**config.mk**
```make
export PLATFORM = sky130hd
export DESIGN_NAME = sync_fifo
export DESIGN_NICKNAME = d
export VERILOG_FILES = /design/src/rtl/fifo_pkg.sv /design/src/rtl/fifo_ram_sync.sv /design/src/rtl/sync_fifo.sv
export SDC_FILE = /design/constraint.sdc
export NUM_CORES = 1
export LEC_CHECK = 0
export CAP_MARGIN = 30
export CORE_ASPECT_RATIO = 1.1
export CORE_MARGIN = 1
export CORE_UTILIZATION = 60
export DETAILED_ROUTE_END_ITERATION = 10
export GPL_ROUTABILITY_DRIVEN = 0
export GPL_TIMING_DRIVEN = 0
export PLACE_DENSITY = 0.88
export SLEW_MARGIN = 20
export SYNTH_ARGS = -nofsm -noshare
export SYNTH_HDL_FRONTEND = slang
export SYNTH_SLANG_ARGS = --single-unit
```
**constraint.sdc**
```tcl
create_clock -name wclk -period 4.5 [get_ports wclk]
set_input_delay 0.675 -clock wclk [delete_from_list [all_inputs] [get_ports wclk]]
set_output_delay 0.675 -clock wclk [all_outputs]
set_load 0.01 [all_outputs]
```
**src/rtl/fifo_pkg.sv**
```systemverilog
// Shared constants for the synchronous FIFO slice: default geometry and
// the encodings of the read-mode parameter.
package fifo_pkg;

    localparam int DEFAULT_DATA_SIZE = 8;
    localparam int DEFAULT_ADDR_SIZE = 4;

    // Read-mode encodings for the FWFT parameter.
    localparam int FWFT_REGISTERED   = 0;  // rdata loaded on an accepted read
    localparam int FWFT_FALL_THROUGH = 1;  // head entry always visible on rdata

endpackage : fifo_pkg

```
**src/rtl/fifo_ram_sync.sv**
```systemverilog
// Storage array for sync_fifo: one write port clocked by wclk and one
// asynchronous read address, so the parent decides whether to register
// the read data or present it directly.
module fifo_ram_sync
    import fifo_pkg::*;
#(
    parameter int DATA_SIZE = DEFAULT_DATA_SIZE,
    parameter int ADDR_SIZE = DEFAULT_ADDR_SIZE
) (
    input  logic                 wclk,
    input  logic                 we,
    input  logic [ADDR_SIZE-1:0] waddr,
    input  logic [DATA_SIZE-1:0] wdata,
    input  logic [ADDR_SIZE-1:0] raddr,
    output logic [DATA_SIZE-1:0] rdata
);

    localparam int DEPTH = 1 << ADDR_SIZE;

    logic [DATA_SIZE-1:0] mem [DEPTH];

    // Store the write data on every enabled edge.
    // NOTE: the array has no reset; occupancy is tracked by the pointers, so
    // stale contents are never observable and the array can map onto RAM.
    always_ff @(posedge wclk) begin
        if (we) begin
            mem[waddr] <= wdata;
        end
    end

    assign rdata = mem[raddr];

endmodule : fifo_ram_sync

```
**src/rtl/sync_fifo.sv**
```systemverilog
// Single-clock FIFO with wrap-bit pointers, occupancy count, almost flags,
// sticky overflow/underflow errors and a selectable read mode (registered
// or first-word-fall-through).
module sync_fifo
    import fifo_pkg::*;
#(
    parameter int DATA_SIZE = DEFAULT_DATA_SIZE,
    parameter int ADDR_SIZE = DEFAULT_ADDR_SIZE,
    parameter int FWFT      = FWFT_REGISTERED,
    parameter int AFULL_TH  = (1 << ADDR_SIZE) - 2,
    parameter int AEMPTY_TH = 2
) (
    input  logic                 wclk,
    input  logic                 wrst_n,
    input  logic                 winc,
    input  logic [DATA_SIZE-1:0] wdata,
    input  logic                 rinc,
    output logic [DATA_SIZE-1:0] rdata,
    output logic                 rvalid,
    output logic                 wfull,
    output logic                 rempty,
    output logic                 almost_full,
    output logic                 almost_empty,
    output logic [ADDR_SIZE:0]   count,
    output logic                 overflow,
    output logic                 underflow,
    input  logic                 clr_err
);

    localparam int DEPTH = 1 << ADDR_SIZE;

    // Thresholds must be reachable occupancies.
    if (AFULL_TH > DEPTH || AEMPTY_TH > DEPTH) begin : g_bad_threshold
        $error("sync_fifo: AFULL_TH/AEMPTY_TH exceed FIFO depth");
    end

    localparam logic [ADDR_SIZE:0] AFULL_CNT  = AFULL_TH[ADDR_SIZE:0];
    localparam logic [ADDR_SIZE:0] AEMPTY_CNT = AEMPTY_TH[ADDR_SIZE:0];

    logic [ADDR_SIZE:0]   wptr;
    logic [ADDR_SIZE:0]   rptr;
    logic                 wr_en;
    logic                 rd_en;
    logic [DATA_SIZE-1:0] ram_rdata;

    // Status is derived from the registered pointers only, so it has no lag.
    assign rempty       = (wptr == rptr);
    assign wfull        = (wptr[ADDR_SIZE-1:0] == rptr[ADDR_SIZE-1:0]) &&
                          (wptr[ADDR_SIZE] != rptr[ADDR_SIZE]);
    assign count        = wptr - rptr;
    assign almost_full  = (count >= AFULL_CNT);
    assign almost_empty = (count <= AEMPTY_CNT);

    // Requests are gated by the flags as they stand before the edge.
    assign wr_en = winc && !wfull;
    assign rd_en = rinc && !rempty;

    // Advance the pointers on accepted requests; the wrap bit rolls over freely.
    // NOTE: sequential state uses non-blocking assignments so every register
    // samples pre-edge values regardless of block ordering.
    always_ff @(posedge wclk or negedge wrst_n) begin
        if (!wrst_n) begin
            wptr <= '0;
            rptr <= '0;
        end else begin
            if (wr_en) begin
                wptr <= wptr + 1'b1;
            end
            if (rd_en) begin
                rptr <= rptr + 1'b1;
            end
        end
    end

    // Sticky error flags: a new error in the same cycle beats a clear.
    always_ff @(posedge wclk or negedge wrst_n) begin
        if (!wrst_n) begin
            overflow  <= 1'b0;
            underflow <= 1'b0;
        end else begin
            if (winc && wfull) begin
                overflow <= 1'b1;
            end else if (clr_err) begin
                overflow <= 1'b0;
            end
            if (rinc && rempty) begin
                underflow <= 1'b1;
            end else if (clr_err) begin
                underflow <= 1'b0;
            end
        end
    end

    fifo_ram_sync #(
        .DATA_SIZE (DATA_SIZE),
        .ADDR_SIZE (ADDR_SIZE)
    ) u_ram (
        .wclk  (wclk),
        .we    (wr_en),
        .waddr (wptr[ADDR_SIZE-1:0]),
        .wdata (wdata),
        .raddr (rptr[ADDR_SIZE-1:0]),
        .rdata (ram_rdata)
    );

    if (FWFT == FWFT_FALL_THROUGH) begin : g_fwft
        // Head entry is presented directly; it is valid whenever not empty.
        assign rdata  = ram_rdata;
        assign rvalid = !rempty;
    end else begin : g_registered
        logic [DATA_SIZE-1:0] rdata_q;
        logic                 rvalid_q;

        // Capture the head on an accepted read and hold it otherwise.
        always_ff @(posedge wclk or negedge wrst_n) begin
            if (!wrst_n) begin
                rdata_q  <= '0;
                rvalid_q <= 1'b0;
            end else begin
                rvalid_q <= rd_en;
                if (rd_en) begin
                    rdata_q <= ram_rdata;
                end
            end
        end

        assign rdata  = rdata_q;
        assign rvalid = rvalid_q;
    end

endmodule : sync_fifo

```
Fig. 1: PDN straps and rails
Bar = 20 um. Pins as bars on the die edge. Tap cells in gray.
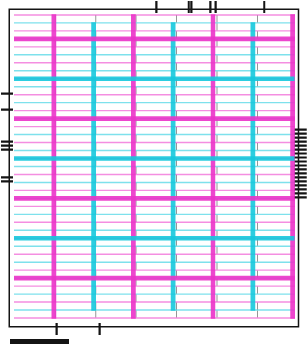
[cyan] VDD
[magenta] VSS
tap cells: 120
met4 straps: 7
signal pins: 33
met5 straps: 7
met1 rails: 39

Fig. 2: placed cells, one color a class
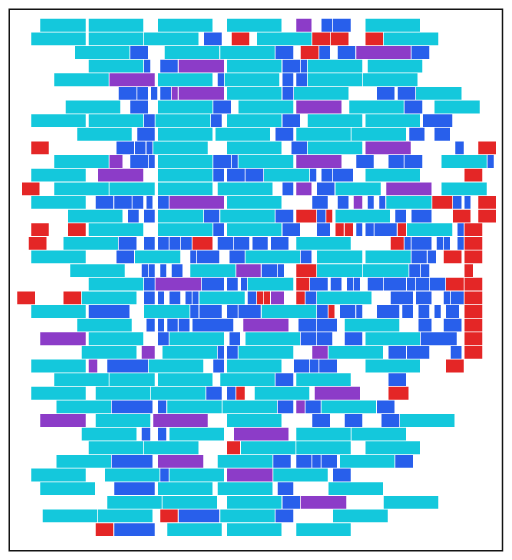
[red] other buffers and delay cells | cells: 49
[cyan] flip-flops | cells: 149
[purple] clock drivers and dummy loads | cells: 31
[blue] all other logic | cells: 198
final instance area: 0.00717 mm^2
row count: 38

==> qor.rpt <==
==========================================================================
Result of the run                                             complete, but fails checks
Violations in the final reports                                        DRC
Pin count of the biggest net entering global routing                    22
Tally of clock buffers in the finished layout                           18
Count of port buffers added during placement                            32
Met2 usage in global routing                                         44.7%
Mean Syn Cell Area                                               16.8 um^2
Maximum VDD drop                                                    363 uV
Area share of and/or/nand/nor cells after synthesis                  5.17%
Post-synth ARST share                                                14.1%
Iteration-0 DRC count of the detailed router                           337
Max Used Layer                                                        met4
Cell kind with the greatest summed area                       sequential cells
Sequential fraction of the synthesis area                            71.6%
Max capacitance violation total                                          0
Skew final                                                         10.0 ps
Count of antenna-violating nets left after detailed routing              0
Required time of the critical path                                 3830 ps
Final tally of max-slew violations                                       0
Static leakage                                                     2.58 nW
Final core utilization                                               72.5%
Final critical path time including I/O delays and setup            4110 ps
TAP cells                                                              120
Synth-to-Final Area Change                                           17.5%
Clock tree from TritonCTS                                            built
Setup crit end                                                almost_empty
Sequential cell area share                                           61.0%
Mux share                                                            10.8%
Die boundary height                                                 108 um
Cell count after synthesis                                             364
Overall chip area                                              0.0106 mm^2
Ant diodes                                                               0
Ordered cell list for the critical path                       buf_4 -> buf_2 -> inv_1 -> ha_1 -> nor2b_1 -> o21a_1 -> or3_1 -> a211oi_1 -> clkdlybuf4s50_1
Netlist cell types                                                      40
Via count of the first global-routing pass                           3,633
Worst relative slew slack                                            51.8%
CP Data Arrival Time                                               3440 ps
Flop count                                                             149
Cell area power density                                        724 mW/mm^2
Total Routing Usage GR                                               28.0%
Max stage delay cell, worst path                              clkdlybuf4s50_1
Number of remaining DRC errors                                           4
Non-Clock Inverter Count                                                 9
Cell chosen for the clock root                                    clkbuf_8
Proportion of cell area spent on the clock network                   8.40%
Number of warning messages in the logs                                  30
Final hold slack                                                    129 ps
Setup-failing EPs final                                                  0
==========================================================================
Fig. 3: clock wires, drivers and flops
Bar = 20 um.
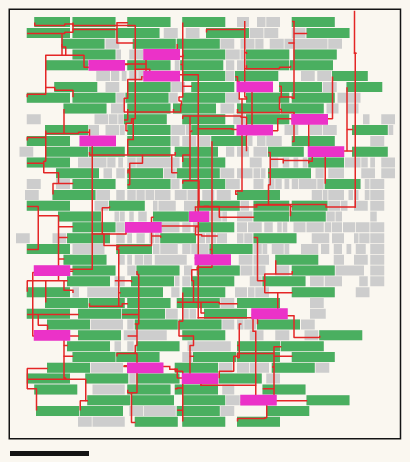
[red] clock wires | length: 1,610 um
[green] flip-flops | count: 149
[magenta] cells driving clock nets | count: 17
flops lie: spread over the die
routed clock nets: 18
worst-skew pair later-pin latency: 530 ps
power in the clock group: 1.44 mW

Fig. 4: metal layers overlaid
Bar = 20 um. Two of the layers only.
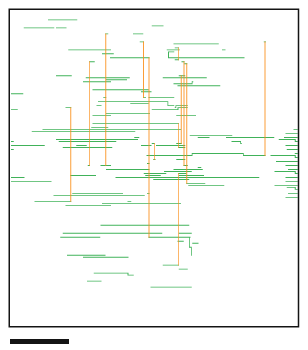
[orange] met4 | wire length: 379 um
[green] met3 | wire length: 1,140 um

==> report_power, final <==
part	internal, mW	total (mW)	switching (mW)
registers	1.72	1.84	0.122
clock network	0.896	1.44	0.543
logic	0.857	1.91	1.05
==> cell usage after synthesis (2+ instances only) <==
cell and count:
inv_1 9, nor2_1 20, buf_4 3, edfxtp_1 128
mux4_2 8, clkbuf_1 3, nand2_1 6, nor2b_1 2
and4_1 5, o22ai_1 16, and2_1 5, xor2_1 4
nand4_1 4, a31oi_1 8, dfrtp_1 21, buf_6 5
mux2i_1 48, o21ai_1 10, a21boi_2 2, ha_1 9
a221oi_1 8, xnor2_1 7, and3_1 8, o21ai_0 4
a21o_1 2, buf_2 5
No activity file was given, so power comes from the tool's default toggle rates.
